[src/rtl/mem_port_arbiter_if.sv]
// Requester-side and memory-pin bundle shared by mem_port_arbiter and its environment.
interface mem_port_arbiter_if #(
    parameter int unsigned ADDR_W = 32,
    parameter int unsigned DATA_W = 64
);
    logic              if_req;
    logic [ADDR_W-1:0] if_addr;
    logic              if_gnt;
    logic              if_rvalid;
    logic [31:0]       if_rdata;

    logic              d_req;
    logic              d_we;
    logic [1:0]        d_size;
    logic [ADDR_W-1:0] d_addr;
    logic [DATA_W-1:0] d_wdata;
    logic              d_gnt;
    logic              d_rvalid;
    logic [DATA_W-1:0] d_rdata;
    logic              d_err;

    logic [ADDR_W-1:0] mem_addr;
    logic              mem_wr;
    logic [DATA_W-1:0] mem_wdata;
    logic [DATA_W-1:0] mem_rdata;

    modport slave (
        input  if_req, if_addr, d_req, d_we, d_size, d_addr, d_wdata, mem_rdata,
        output if_gnt, if_rvalid, if_rdata, d_gnt, d_rvalid, d_rdata, d_err,
               mem_addr, mem_wr, mem_wdata
    );

    modport master (
        output if_req, if_addr, d_req, d_we, d_size, d_addr, d_wdata, mem_rdata,
        input  if_gnt, if_rvalid, if_rdata, d_gnt, d_rvalid, d_rdata, d_err,
               mem_addr, mem_wr, mem_wdata
    );
endinterface

[src/rtl/mem_port_arbiter.sv]
// Fetch / load-store arbiter and sequencer for a single-port 64-bit memory.
// Optional MEM_ARB_RMW_EN: sub-word stores are done internally as read-modify-write.
module mem_port_arbiter #(
    parameter int unsigned ADDR_W = 32,
    parameter int unsigned DATA_W = 64
) (
    input logic               clk,
    input logic               reset,
    mem_port_arbiter_if.slave bus
);
    localparam int unsigned INSN_W = 32;

    localparam logic [2:0] S_IDLE     = 3'd0;
    localparam logic [2:0] S_RD       = 3'd1;
    localparam logic [2:0] S_RWAIT    = 3'd2;
    localparam logic [2:0] S_WR       = 3'd3;
    localparam logic [2:0] S_ERR      = 3'd4;
`ifdef MEM_ARB_RMW_EN
    localparam logic [2:0] S_RMW_RD   = 3'd5;
    localparam logic [2:0] S_RMW_WAIT = 3'd6;
    localparam logic [2:0] S_RMW_WR   = 3'd7;
`endif

    logic [2:0]        state_q, state_d;
    logic              last_was_data_q, last_was_data_d;
    logic              d_mis_c;

    logic              is_data_q;
    logic              hi_q;
    logic [ADDR_W-1:0] mem_addr_q;
    logic              mem_wr_q;
    logic [DATA_W-1:0] mem_wdata_q;
    logic              if_rvalid_q;
    logic [INSN_W-1:0] if_rdata_q;
    logic              d_rvalid_q;
    logic [DATA_W-1:0] d_rdata_q;
    logic              d_err_q;

    // Fetch addresses are 4-aligned; their two LSBs carry no information.
    logic              unused_if_lsb;
    assign unused_if_lsb = ^bus.if_addr[1:0];

    // Misalignment of the currently offered data request.
    always_comb begin
        d_mis_c = 1'b0;
        case (bus.d_size)
            2'd1:    d_mis_c = bus.d_addr[0];
            2'd2:    d_mis_c = |bus.d_addr[1:0];
            2'd3:    d_mis_c = |bus.d_addr[2:0];
            default: d_mis_c = 1'b0;
        endcase
    end

    always_ff @(posedge clk or posedge reset) begin
        if (reset) begin
            state_q         <= S_IDLE;
            last_was_data_q <= 1'b0;
        end else begin
            state_q         <= state_d;
            last_was_data_q <= last_was_data_d;
        end
    end

    // Next state and combinational grants; data wins unless it won last time and fetch waits.
    always_comb begin
        state_d         = state_q;
        last_was_data_d = last_was_data_q;
        bus.if_gnt      = 1'b0;
        bus.d_gnt       = 1'b0;
        case (state_q)
            S_IDLE: begin
                if (bus.d_req && !(last_was_data_q && bus.if_req)) begin
                    bus.d_gnt       = 1'b1;
                    last_was_data_d = 1'b1;
                    if (d_mis_c)
                        state_d = S_ERR;
                    else if (!bus.d_we)
                        state_d = S_RD;
`ifdef MEM_ARB_RMW_EN
                    else if (bus.d_size != 2'd3)
                        state_d = S_RMW_RD;
`endif
                    else
                        state_d = S_WR;
                end else if (bus.if_req) begin
                    bus.if_gnt      = 1'b1;
                    last_was_data_d = 1'b0;
                    state_d         = S_RD;
                end
            end
            S_RD:       state_d = S_RWAIT;
            S_RWAIT:    state_d = S_IDLE;
            S_WR:       state_d = S_IDLE;
            S_ERR:      state_d = S_IDLE;
`ifdef MEM_ARB_RMW_EN
            S_RMW_RD:   state_d = S_RMW_WAIT;
            S_RMW_WAIT: state_d = S_RMW_WR;
            S_RMW_WR:   state_d = S_IDLE;
`endif
            default:    state_d = S_IDLE;
        endcase
    end

`ifdef MEM_ARB_RMW_EN
    logic [2:0]        off_q;
    logic [1:0]        size_q;
    logic [DATA_W-1:0] wdata_q;
    logic [DATA_W-1:0] mask_c;
    logic [DATA_W-1:0] merged_c;
    logic [5:0]        shamt_c;

    // Place the right-aligned store lanes over the freshly read dword.
    always_comb begin
        case (size_q)
            2'd0:    mask_c = DATA_W'(64'h0000_0000_0000_00FF);
            2'd1:    mask_c = DATA_W'(64'h0000_0000_0000_FFFF);
            default: mask_c = DATA_W'(64'h0000_0000_FFFF_FFFF);
        endcase
        shamt_c  = {off_q, 3'b000};
        merged_c = (bus.mem_rdata & ~(mask_c << shamt_c)) | ((wdata_q & mask_c) << shamt_c);
    end

    always_ff @(posedge clk or posedge reset) begin
        if (reset) begin
            off_q   <= 3'd0;
            size_q  <= 2'd0;
            wdata_q <= '0;
        end else if (bus.d_gnt) begin
            off_q   <= bus.d_addr[2:0];
            size_q  <= bus.d_size;
            wdata_q <= bus.d_wdata;
        end
    end
`endif

    // Registered memory pins, read data and response pulses.
    always_ff @(posedge clk or posedge reset) begin
        if (reset) begin
            is_data_q   <= 1'b0;
            hi_q        <= 1'b0;
            mem_addr_q  <= '0;
            mem_wr_q    <= 1'b0;
            mem_wdata_q <= '0;
            if_rvalid_q <= 1'b0;
            if_rdata_q  <= '0;
            d_rvalid_q  <= 1'b0;
            d_rdata_q   <= '0;
            d_err_q     <= 1'b0;
        end else begin
            if_rvalid_q <= 1'b0;
            d_rvalid_q  <= 1'b0;
            d_err_q     <= 1'b0;
`ifdef MEM_ARB_RMW_EN
            mem_wr_q    <= (state_d == S_WR) || (state_d == S_RMW_WR);
`else
            mem_wr_q    <= (state_d == S_WR);
`endif
            if (bus.d_gnt) begin
                is_data_q <= 1'b1;
                if (!d_mis_c)
                    mem_addr_q <= {bus.d_addr[ADDR_W-1:3], 3'b000};
                if (state_d == S_WR)
                    mem_wdata_q <= bus.d_wdata;
            end else if (bus.if_gnt) begin
                is_data_q  <= 1'b0;
                hi_q       <= bus.if_addr[2];
                mem_addr_q <= {bus.if_addr[ADDR_W-1:3], 3'b000};
            end
            case (state_q)
                S_RWAIT: begin
                    if (is_data_q) begin
                        d_rdata_q  <= bus.mem_rdata;
                        d_rvalid_q <= 1'b1;
                    end else begin
                        if_rdata_q  <= hi_q ? bus.mem_rdata[2*INSN_W-1:INSN_W]
                                            : bus.mem_rdata[INSN_W-1:0];
                        if_rvalid_q <= 1'b1;
                    end
                end
                S_WR:       d_rvalid_q <= 1'b1;
                S_ERR: begin
                    d_rvalid_q <= 1'b1;
                    d_err_q    <= 1'b1;
                end
`ifdef MEM_ARB_RMW_EN
                S_RMW_WAIT: mem_wdata_q <= merged_c;
                S_RMW_WR:   d_rvalid_q  <= 1'b1;
`endif
                default: ;
            endcase
        end
    end

    assign bus.mem_addr  = mem_addr_q;
    assign bus.mem_wr    = mem_wr_q;
    assign bus.mem_wdata = mem_wdata_q;
    assign bus.if_rvalid = if_rvalid_q;
    assign bus.if_rdata  = if_rdata_q;
    assign bus.d_rvalid  = d_rvalid_q;
    assign bus.d_rdata   = d_rdata_q;
    assign bus.d_err     = d_err_q;
endmodule

[src/flat_wrapper.sv]
// flat-port wrapper written by rule: the top's interface ports become plain ports
module mem_port_arbiter_flat 
#(
    parameter int unsigned ADDR_W = 32,
    parameter int unsigned DATA_W = 64
)
  (clk, reset, bus_if_req, bus_if_addr, bus_d_req, bus_d_we, bus_d_size, bus_d_addr, bus_d_wdata, bus_mem_rdata, bus_if_gnt, bus_if_rvalid, bus_if_rdata, bus_d_gnt, bus_d_rvalid, bus_d_rdata, bus_d_err, bus_mem_addr, bus_mem_wr, bus_mem_wdata);
  mem_port_arbiter_if #(.ADDR_W(ADDR_W), .DATA_W(DATA_W)) bus_i ();
  input logic clk;
  input logic reset;
  input wire logic [$bits(bus_i.if_req)-1:0] bus_if_req;
  input wire logic [$bits(bus_i.if_addr)-1:0] bus_if_addr;
  input wire logic [$bits(bus_i.d_req)-1:0] bus_d_req;
  input wire logic [$bits(bus_i.d_we)-1:0] bus_d_we;
  input wire logic [$bits(bus_i.d_size)-1:0] bus_d_size;
  input wire logic [$bits(bus_i.d_addr)-1:0] bus_d_addr;
  input wire logic [$bits(bus_i.d_wdata)-1:0] bus_d_wdata;
  input wire logic [$bits(bus_i.mem_rdata)-1:0] bus_mem_rdata;
  output wire logic [$bits(bus_i.if_gnt)-1:0] bus_if_gnt;
  output wire logic [$bits(bus_i.if_rvalid)-1:0] bus_if_rvalid;
  output wire logic [$bits(bus_i.if_rdata)-1:0] bus_if_rdata;
  output wire logic [$bits(bus_i.d_gnt)-1:0] bus_d_gnt;
  output wire logic [$bits(bus_i.d_rvalid)-1:0] bus_d_rvalid;
  output wire logic [$bits(bus_i.d_rdata)-1:0] bus_d_rdata;
  output wire logic [$bits(bus_i.d_err)-1:0] bus_d_err;
  output wire logic [$bits(bus_i.mem_addr)-1:0] bus_mem_addr;
  output wire logic [$bits(bus_i.mem_wr)-1:0] bus_mem_wr;
  output wire logic [$bits(bus_i.mem_wdata)-1:0] bus_mem_wdata;
  assign bus_i.if_req = bus_if_req;
  assign bus_i.if_addr = bus_if_addr;
  assign bus_i.d_req = bus_d_req;
  assign bus_i.d_we = bus_d_we;
  assign bus_i.d_size = bus_d_size;
  assign bus_i.d_addr = bus_d_addr;
  assign bus_i.d_wdata = bus_d_wdata;
  assign bus_i.mem_rdata = bus_mem_rdata;
  assign bus_if_gnt = bus_i.if_gnt;
  assign bus_if_rvalid = bus_i.if_rvalid;
  assign bus_if_rdata = bus_i.if_rdata;
  assign bus_d_gnt = bus_i.d_gnt;
  assign bus_d_rvalid = bus_i.d_rvalid;
  assign bus_d_rdata = bus_i.d_rdata;
  assign bus_d_err = bus_i.d_err;
  assign bus_mem_addr = bus_i.mem_addr;
  assign bus_mem_wr = bus_i.mem_wr;
  assign bus_mem_wdata = bus_i.mem_wdata;
  mem_port_arbiter #(.ADDR_W(ADDR_W), .DATA_W(DATA_W)) u_core (.clk(clk), .reset(reset), .bus(bus_i));
endmodule
[config.mk]
export PLATFORM = sky130hd
export DESIGN_NAME = mem_port_arbiter_flat
export DESIGN_NICKNAME = d
export VERILOG_FILES = /design/src/rtl/mem_port_arbiter_if.sv /design/src/rtl/mem_port_arbiter.sv /design/src/flat_wrapper.sv
export SDC_FILE = /design/constraint.sdc
export NUM_CORES = 1
export LEC_CHECK = 0
export ABC_AREA = 0
export CORE_AREA = 2 2 154 156
export DETAILED_ROUTE_END_ITERATION = 6
export DIE_AREA = 0 0 156 158
export PLACE_DENSITY_LB_ADDON = 0.2
export SYNTH_ARGS = -nofsm -noshare
export SYNTH_HDL_FRONTEND = slang
export SYNTH_SLANG_ARGS = --single-unit
[constraint.sdc]
create_clock -name clk -period 9.3 [get_ports clk]
set_input_delay 2.79 -clock clk [delete_from_list [all_inputs] [get_ports clk]]
set_output_delay 2.79 -clock clk [all_outputs]
set_load 0.01 [all_outputs]
==> run summary, run 1 <==
Adder Area Share: 0
Setup WS pre-CTS: 2.24 ns
Total power per unit cell area: 333 nW/um^2
Mean cell area of the mapped netlist: 14.2 sq um
Net count, final: 1159
Final total negative setup slack: 0 ns
Setup fix buffers added after clock tree synthesis: 0
Overall power after layout: 4.30 mW
Cell count in the Yosys report: 577
Category of cells accounting for the largest share of critical-path delay: buffers and inverters
Number of antenna violations at the first check in global routing: 0
Number of routed nets with antenna violations: 0
Total DRC errors in the routed layout: 0
Result of the run: complete, no violations
Boundary pin count: 397
Effective utilization at floorplan: 0.356
Yosys aoi share: 0.0462
Largest buffer count on any clock path: 2
Wire length of the first global-routing pass: 33800 um
Biggest area contributors in the synthesized netlist: sky130_fd_sc_hd__dfrtp_1 61%, sky130_fd_sc_hd__mux2_2 11%, sky130_fd_sc_hd__mux2_4 9.0%, sky130_fd_sc_hd__mux2i_1 7.4%, sky130_fd_sc_hd__a21oi_1 2.0%
Area of the mapped netlist: 8210 sq um
Required time at the endpoint of the critical path: 6.51 ns
Hold WS: 0.485 ns
run 1: report_power, final:
part / total [mW] / leakage [nW] / switching, mW / internal, mW
logic: 2.03 / 2.94 / 0.804 / 1.23
registers: 1.52 / 2.38 / 0.228 / 1.29
clock network: 0.747 / 0.291 / 0.364 / 0.384
run 1: worst paths after layout:
kind	from	slack (ns)	cells after the start	endpoint
max in group asynchronous	reset	4.82	3	u_core.bus.d_rdata[49]
min reg2reg	u_core.bus.mem_addr[12]	0.48	2	u_core.bus.mem_addr[12]
min	u_core.bus.mem_addr[12]	0.48	2	u_core.bus.mem_addr[12]
max	bus_if_req	2.27	4	bus_if_gnt
min in group asynchronous	reset	2.93	2	u_core.bus.mem_wdata[1]
max reg2reg	u_core.state_q[0]	6.43	5	u_core.bus.mem_wdata[58]
run 1: worst register-to-register path, delay by kind of cell, from the launching register on:
kind	cells	cell delay, ns
simple gates	3	0.96
buf+inv	1	0.84
mux	1	0.49
flops	1	0.48
run 1: routing by layer:
layer / up-vias / GRT usage / share of wire
li1: 2766 / - / -
met5: - / 0 / 0
met4: 0 / 0.0550 / 0.016
met3: 22 / 0.0660 / 0.083
met2: 245 / 0.304 / 0.50
met1: 2800 / 0.211 / 0.40
run 1: layout make-up:
cell class,count,area share
Tap cell,290,0.0281
Timing Repair Buffer,399,0.307
Clock buffer,17,0.0329
Inverter,4,0.00174
Sequential cell,199,0.385
Clock inverter,14,0.0130
Multi-Input combinational cell,339,0.232
Run 1, met1 routing:
Bar = 50 um.
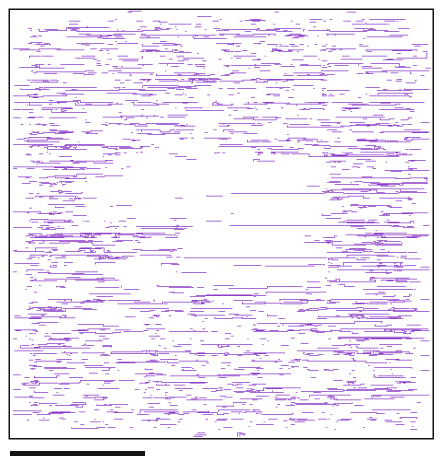
wire length on this layer: 8900 um
nets with wire on the layer: 1001
main direction: horizontal
longest straight run: 59.8 um
share of all routed wire: 40%
Routed Wire Length: 22400 um
Global Route met1 Usage: 0.211
routed via count: 5833

Run 1, the metal 2 layer:
Bar = 50 um. Cells faint in the background.
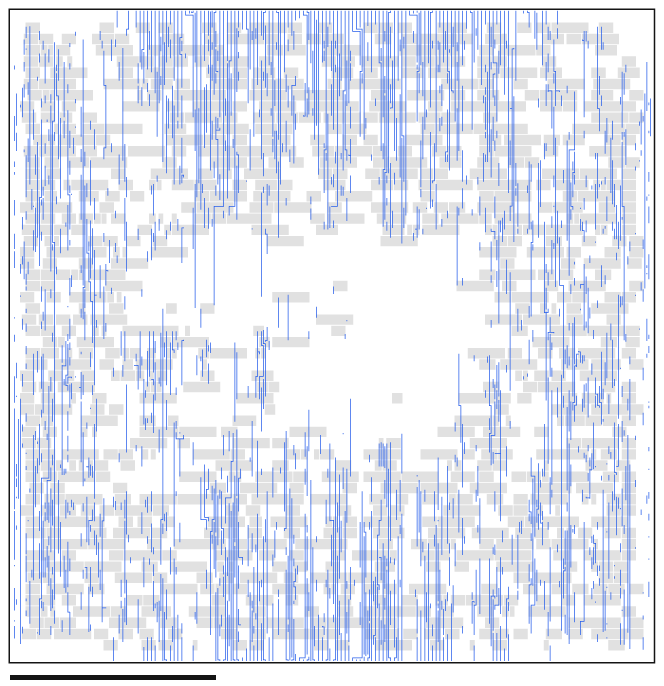
nets with wire on the layer: 1031
wire length on this layer: 11300 um
share of all routed wire: 50%
longest straight run: 86.5 um
main direction: vertical
GR Layer Usage met2: 0.304

Run 1, metal 3:
Bar = 50 um. Cells faint in the background.
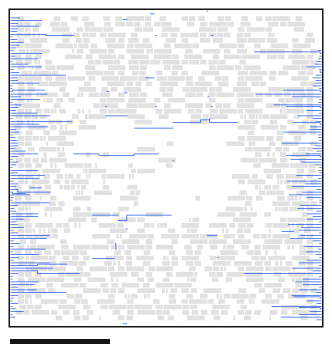
wire length on this layer: 1870 um
nets with wire on the layer: 220
met3 Usage GRT: 0.0660

Run 1, signal wires on met4:
Bar = 50 um.
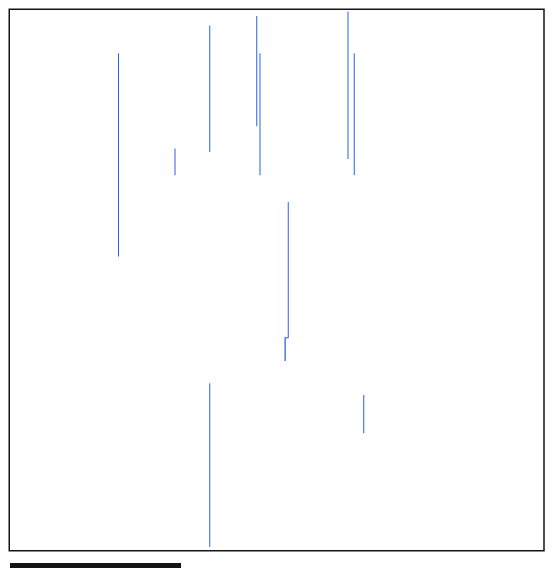
longest straight run: 59.2 um
wire length on this layer: 355 um
share of all routed wire: 1.6%
nets with wire on the layer: 8
main direction: vertical

==> inputs of run 2 (changes only) <==
==> constraint.sdc (replaced) <==
create_clock -name clk -period 6.7 [get_ports clk]
set_input_delay 2.01 -clock clk [delete_from_list [all_inputs] [get_ports clk]]
set_output_delay 2.01 -clock clk [all_outputs]
set_load 0.01 [all_outputs]
Run 2, signal wires on met4:
Bar = 50 um.
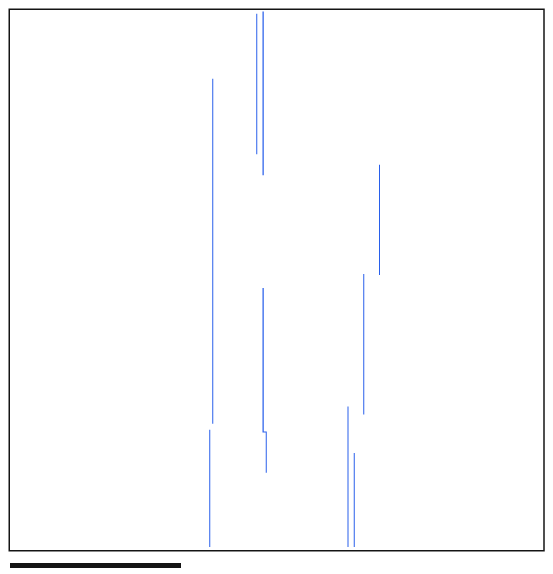
share of all routed wire: 1.8%
longest straight run: 101 um
wire length on this layer: 418 um
main direction: vertical
Routed Wire Length: 22800 um
routed via count: 5879

==> run 2 against run 1 <==
Compared with the run above:
- routed wire length increased by 1.9%
- critical path depth stayed put
- synthesized cell count unchanged
- global-route usage about the same
- synthesized area unchanged
- sequential share of layout area decreased by 0.078 points
- hold slack worse by 0.0054 ns
- cell area rose by 0.20%
- sequential cell count unchanged
- final cell count unchanged
- count of clock-buffer cells in the layout is the same
- critical path type unchanged
==> run summary, run 2 <==
Overall power after layout: 6.00 mW (+39%)
Cell count in the Yosys report: 577 (unchanged)
Adder Area Share: 0 (unchanged)
Start point of the critical path: bus_if_req
Depth of the worst hold-timing path: 2 (unchanged)
Routability congestion estimate: 0.731
Net count, final: 1159 (unchanged)
Wire length of the first global-routing pass: 33500 um (-0.71%)
Required time at the endpoint of the critical path: 4.69 ns (-1.82 ns)
Launching point of the worst reg2reg path: u_core.state_q[0]
Result of the run: complete, no violations
Psw: 1.93 mW (+38%)
Count of TritonRoute iterations in the first routing pass: 5
Terminus of the critical flop-to-flop path: u_core.bus.mem_wdata[61]
Share of flip-flops with an asynchronous set or reset: 1.00
Yosys aoi share: 0.0462 (unchanged)
Fraction of power consumed by the clock network: 0.176 (+0.002)
Final total negative setup slack: 0 ns (unchanged)
Combinational power share: 0.472 (about the same)
Minimum setup slack among reg-to-reg paths: 4.28 ns (-2.15 ns)
Category of cells accounting for the largest share of critical-path delay: buffers and inverters
R2R cell count: 5 (unchanged)
Number of routed nets with antenna violations: 0 (unchanged)
Setup fix buffers added after clock tree synthesis: 0 (unchanged)
Mean cell area of the mapped netlist: 14.2 sq um (unchanged)
End point of the worst hold path: u_core.bus.mem_addr[21]
Hold Startpoint: u_core.bus.mem_addr[21]
Leakage power: 5.61 nW
Hold WS: 0.480 ns (-0.00544 ns)
Boundary pin count: 397 (unchanged)
Clock transition at the registers of the reported paths: 0.07 ns
Largest buffer count on any clock path: 2 (unchanged)
Total power per unit cell area: 463 nW/um^2 (+39%)
Effective utilization at floorplan: 0.356 (unchanged)
Remaining global-route overflow: 0
Sw Share: 0.322 (-0.00237)
Depth of the critical timing path with buffers and inverters included: 4 (unchanged)
Internal power: 4.07 mW (+40%)
Total DRC errors in the routed layout: 0 (unchanged)
Biggest area contributors in the synthesized netlist: sky130_fd_sc_hd__dfrtp_1 61%, sky130_fd_sc_hd__mux2_2 11%, sky130_fd_sc_hd__mux2_4 9.0%, sky130_fd_sc_hd__mux2i_1 7.4%, sky130_fd_sc_hd__a21oi_1 2.0%
Count of H-tree levels built during CTS: 4
Via count of the first global-routing pass: 6017
Area of the mapped netlist: 8210 sq um (unchanged)
Number of antenna violations at the first check in global routing: 0 (unchanged)
Setup WS pre-CTS: 1.20 ns (-1.04 ns)
Crit Path Category: primary input to output pin
Sequential share of power: 0.352 (-0.002)
[run 2: cell counts after synthesis]
Identical to the previous run, type by type.
[run 2: area by class of cell]
class                           count  area [sq um]  share of cell area
Sequential cell                   199          4980               0.384
Clock buffer                       17           425              0.0328
Tap cell                          290           363              0.0280
Timing Repair Buffer              399          4000               0.309
Clock inverter                     14           173              0.0133
Multi-Input combinational cell    339          3000               0.231
Inverter                            4          18.8             0.00145
[run 2: power by group through the flow]
| stage | logic (mW) | clock network [mW] | registers (mW) |
|---|---|---|---|
| floorplan | 1.04 | 0 | 2.38 |
| global placement | 2.83 | 0 | 2.11 |
| detailed placement | 2.87 | 0 | 2.13 |
| CTS | 2.87 | 1.09 | 2.12 |
| global route | 3.03 | 1.14 | 2.19 |
| finish | 2.83 | 1.06 | 2.11 |
[run 2: worst register-to-register path, stage by stage (launching register included)]
cell and delay, ns:
sky130_fd_sc_hd__dfrtp_1 0.47, sky130_fd_sc_hd__nor3_2 0.40, sky130_fd_sc_hd__nand2_1 0.21, sky130_fd_sc_hd__nor2_4 0.39, sky130_fd_sc_hd__buf_12 0.40, sky130_fd_sc_hd__mux2_2 0.42
[run 2: per-layer routing]
| layer | track usage | up-vias | part of all wire |
|---|---|---|---|
| met4 | 0.0572 | 0 | 0.018 |
| met5 | 0 | - | 0 |
| met1 | 0.208 | 2830 | 0.40 |
| met2 | 0.311 | 252 | 0.50 |
| li1 | - | 2773 | - |
| met3 | 0.0580 | 24 | 0.081 |
[run 2: worst max path at each step]
stage,to,slack [ns]
2_1_floorplan,bus_d_gnt,2.02
3_3_place_gp,bus_d_gnt,1.23
3_5_place_dp,bus_if_gnt,1.20
4_1_cts,bus_if_gnt,1.19
5_1_grt,bus_d_gnt,1.10
6_report,bus_if_gnt,1.19
==> inputs of run 3 (changes only) <==
==> constraint.sdc (replaced) <==
create_clock -name clk -period 5.7 [get_ports clk]
set_input_delay 1.71 -clock clk [delete_from_list [all_inputs] [get_ports clk]]
set_output_delay 1.71 -clock clk [all_outputs]
set_load 0.01 [all_outputs]
Run 3, the metal 2 layer:
Bar = 50 um. Cells faint in the background.
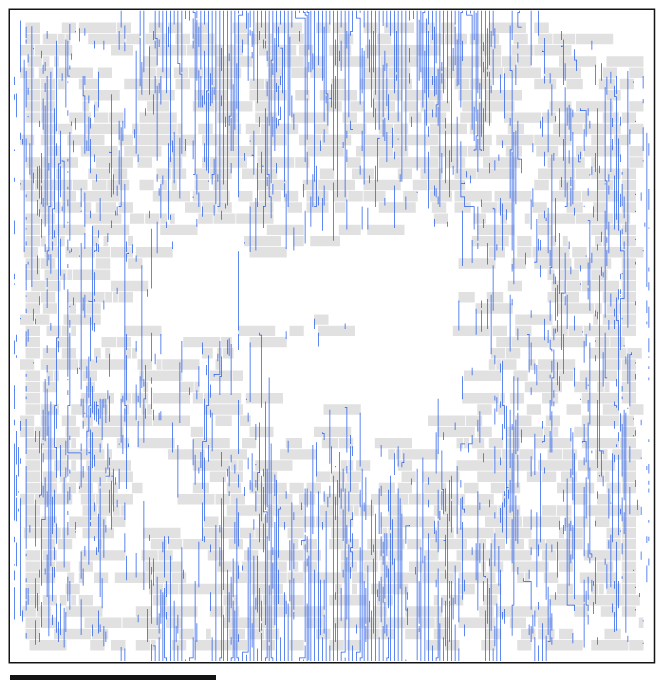
routed via count: 5843
Routed Wire Length: 22300 um

==> run 3 against run 2 <==
Compared with the run above:
- critical path depth unchanged
- synthesized cell count is the same
- highest routed layer unchanged
- register-to-register slack got worse by 1.2 ns
- clock power increased by about 10%
- largest cell class unchanged
- global-route usage is essentially flat
- sequential power up 18%
- sequential share of layout area about the same
- hold slack is essentially flat
- first-iteration DRC count shrank 19%
- power is 16% higher
- die size is the same
- cell area about the same
==> run summary, run 3 <==
Largest buffer count on any clock path: 2 (unchanged)
Clock-cell share of area: 0.0441 (-0.00208)
Terminus of the critical flop-to-flop path: u_core.bus.mem_wdata[36]
Required time at the endpoint of the critical path: 3.99 ns (-0.70 ns)
N_taps: 290 (unchanged)
Net count, final: 1161 (+0.17%)
Register share of the cell area: 0.385 (about the same)
Fraction of power consumed by the clock network: 0.169 (-0.007)
Total power per unit cell area: 539 nW/um^2 (+16%)
Hold Startpoint: u_core.bus.mem_addr[12]
CLK BUF: 19 (+2)
Remaining global-route overflow: 0 (unchanged)
Number of antenna violations at the first check in global routing: 0 (unchanged)
Cell count in the Yosys report: 577 (unchanged)
Biggest area contributors in the synthesized netlist: sky130_fd_sc_hd__dfrtp_1 61%, sky130_fd_sc_hd__mux2_2 11%, sky130_fd_sc_hd__mux2_4 9.0%, sky130_fd_sc_hd__mux2i_1 7.4%, sky130_fd_sc_hd__a21oi_1 2.0%
Crit Path Category: primary input to output pin
Category of cells accounting for the largest share of critical-path delay: buffers and inverters
Psw: 2.27 mW (+18%)
Wire length of the first global-routing pass: 33300 um (-0.62%)
GR Layer Usage met2: 0.304 (-0.00737)
Routability congestion estimate: 0.744 (+1.7%)
Effective utilization at floorplan: 0.356 (unchanged)
Met3 Usage GRT: 0.0624 (+0.00438)
Final total negative setup slack: 0 ns (unchanged)
Result of the run: complete, no violations
Buffering overhead: 0.310 (+0.00146)
Sequential share of power: 0.355 (+0.003)
Boundary pin count: 397 (unchanged)
Total DRC errors in the routed layout: 0 (unchanged)
Amount of wire on met3 after detailed routing: 1760 um (-4.0%)
Minimum setup slack among reg-to-reg paths: 3.10 ns (-1.18 ns)
-- run 3: worst min-delay path, cell delays in order, from the launching register on --
cell	delay, ns
sky130_fd_sc_hd__dfrtp_1	0.34
sky130_fd_sc_hd__nand2_1	0.05
sky130_fd_sc_hd__o21ai_0	0.06
-- run 3: per-stage QoR --
| stage | total power, mW | utilization | instances | hold slack (ns) | setup WS, ns |
|---|---|---|---|---|---|
| 2_1_floorplan | 4.03 | - | 579 | 0.469 | 1.42 |
| 3_3_place_gp | 5.82 | 0.537 | 1233 | 0.460 | 0.820 |
| 3_5_place_dp | 5.87 | 0.537 | 1233 | 0.469 | 0.811 |
| 4_1_cts | 7.08 | 0.561 | 1265 | 0.486 | 0.802 |
| 5_1_grt | 7.41 | 0.561 | 1265 | 0.495 | 0.744 |
| 6_report | 6.97 | 0.561 | 1265 | 0.479 | 0.809 |
-- run 3: power by group through the flow --
stage | Clock (mW) | Sequential, mW | Combinational, mW
6_report | 1.18 | 2.48 | 3.32
5_1_grt | 1.28 | 2.57 | 3.56
4_1_cts | 1.22 | 2.48 | 3.38
3_5_place_dp | 0 | 2.50 | 3.37
3_3_place_gp | 0 | 2.48 | 3.34
2_1_floorplan | 0 | 2.80 | 1.22
-- run 3: kinds of logic after synthesis --
kind of cell	share of synthesized area
flops	0.606
mux	0.274
simple gates	0.0388
compound gates	0.0462
buf+inv	0.0346
other cells	0.000457
-- run 3: worst max path at each step --
stage / end / slack, ns / cells after the start
final: bus_if_gnt / 0.81 / 4
after global routing: bus_if_gnt / 0.74 / 4
after CTS: bus_if_gnt / 0.80 / 4
after detailed placement: bus_if_gnt / 0.81 / 4
after global placement: bus_if_gnt / 0.82 / 4
after floorplan: u_core.bus.d_err / 1.42 / 1
No activity file was given, so power comes from the tool's default toggle rates.
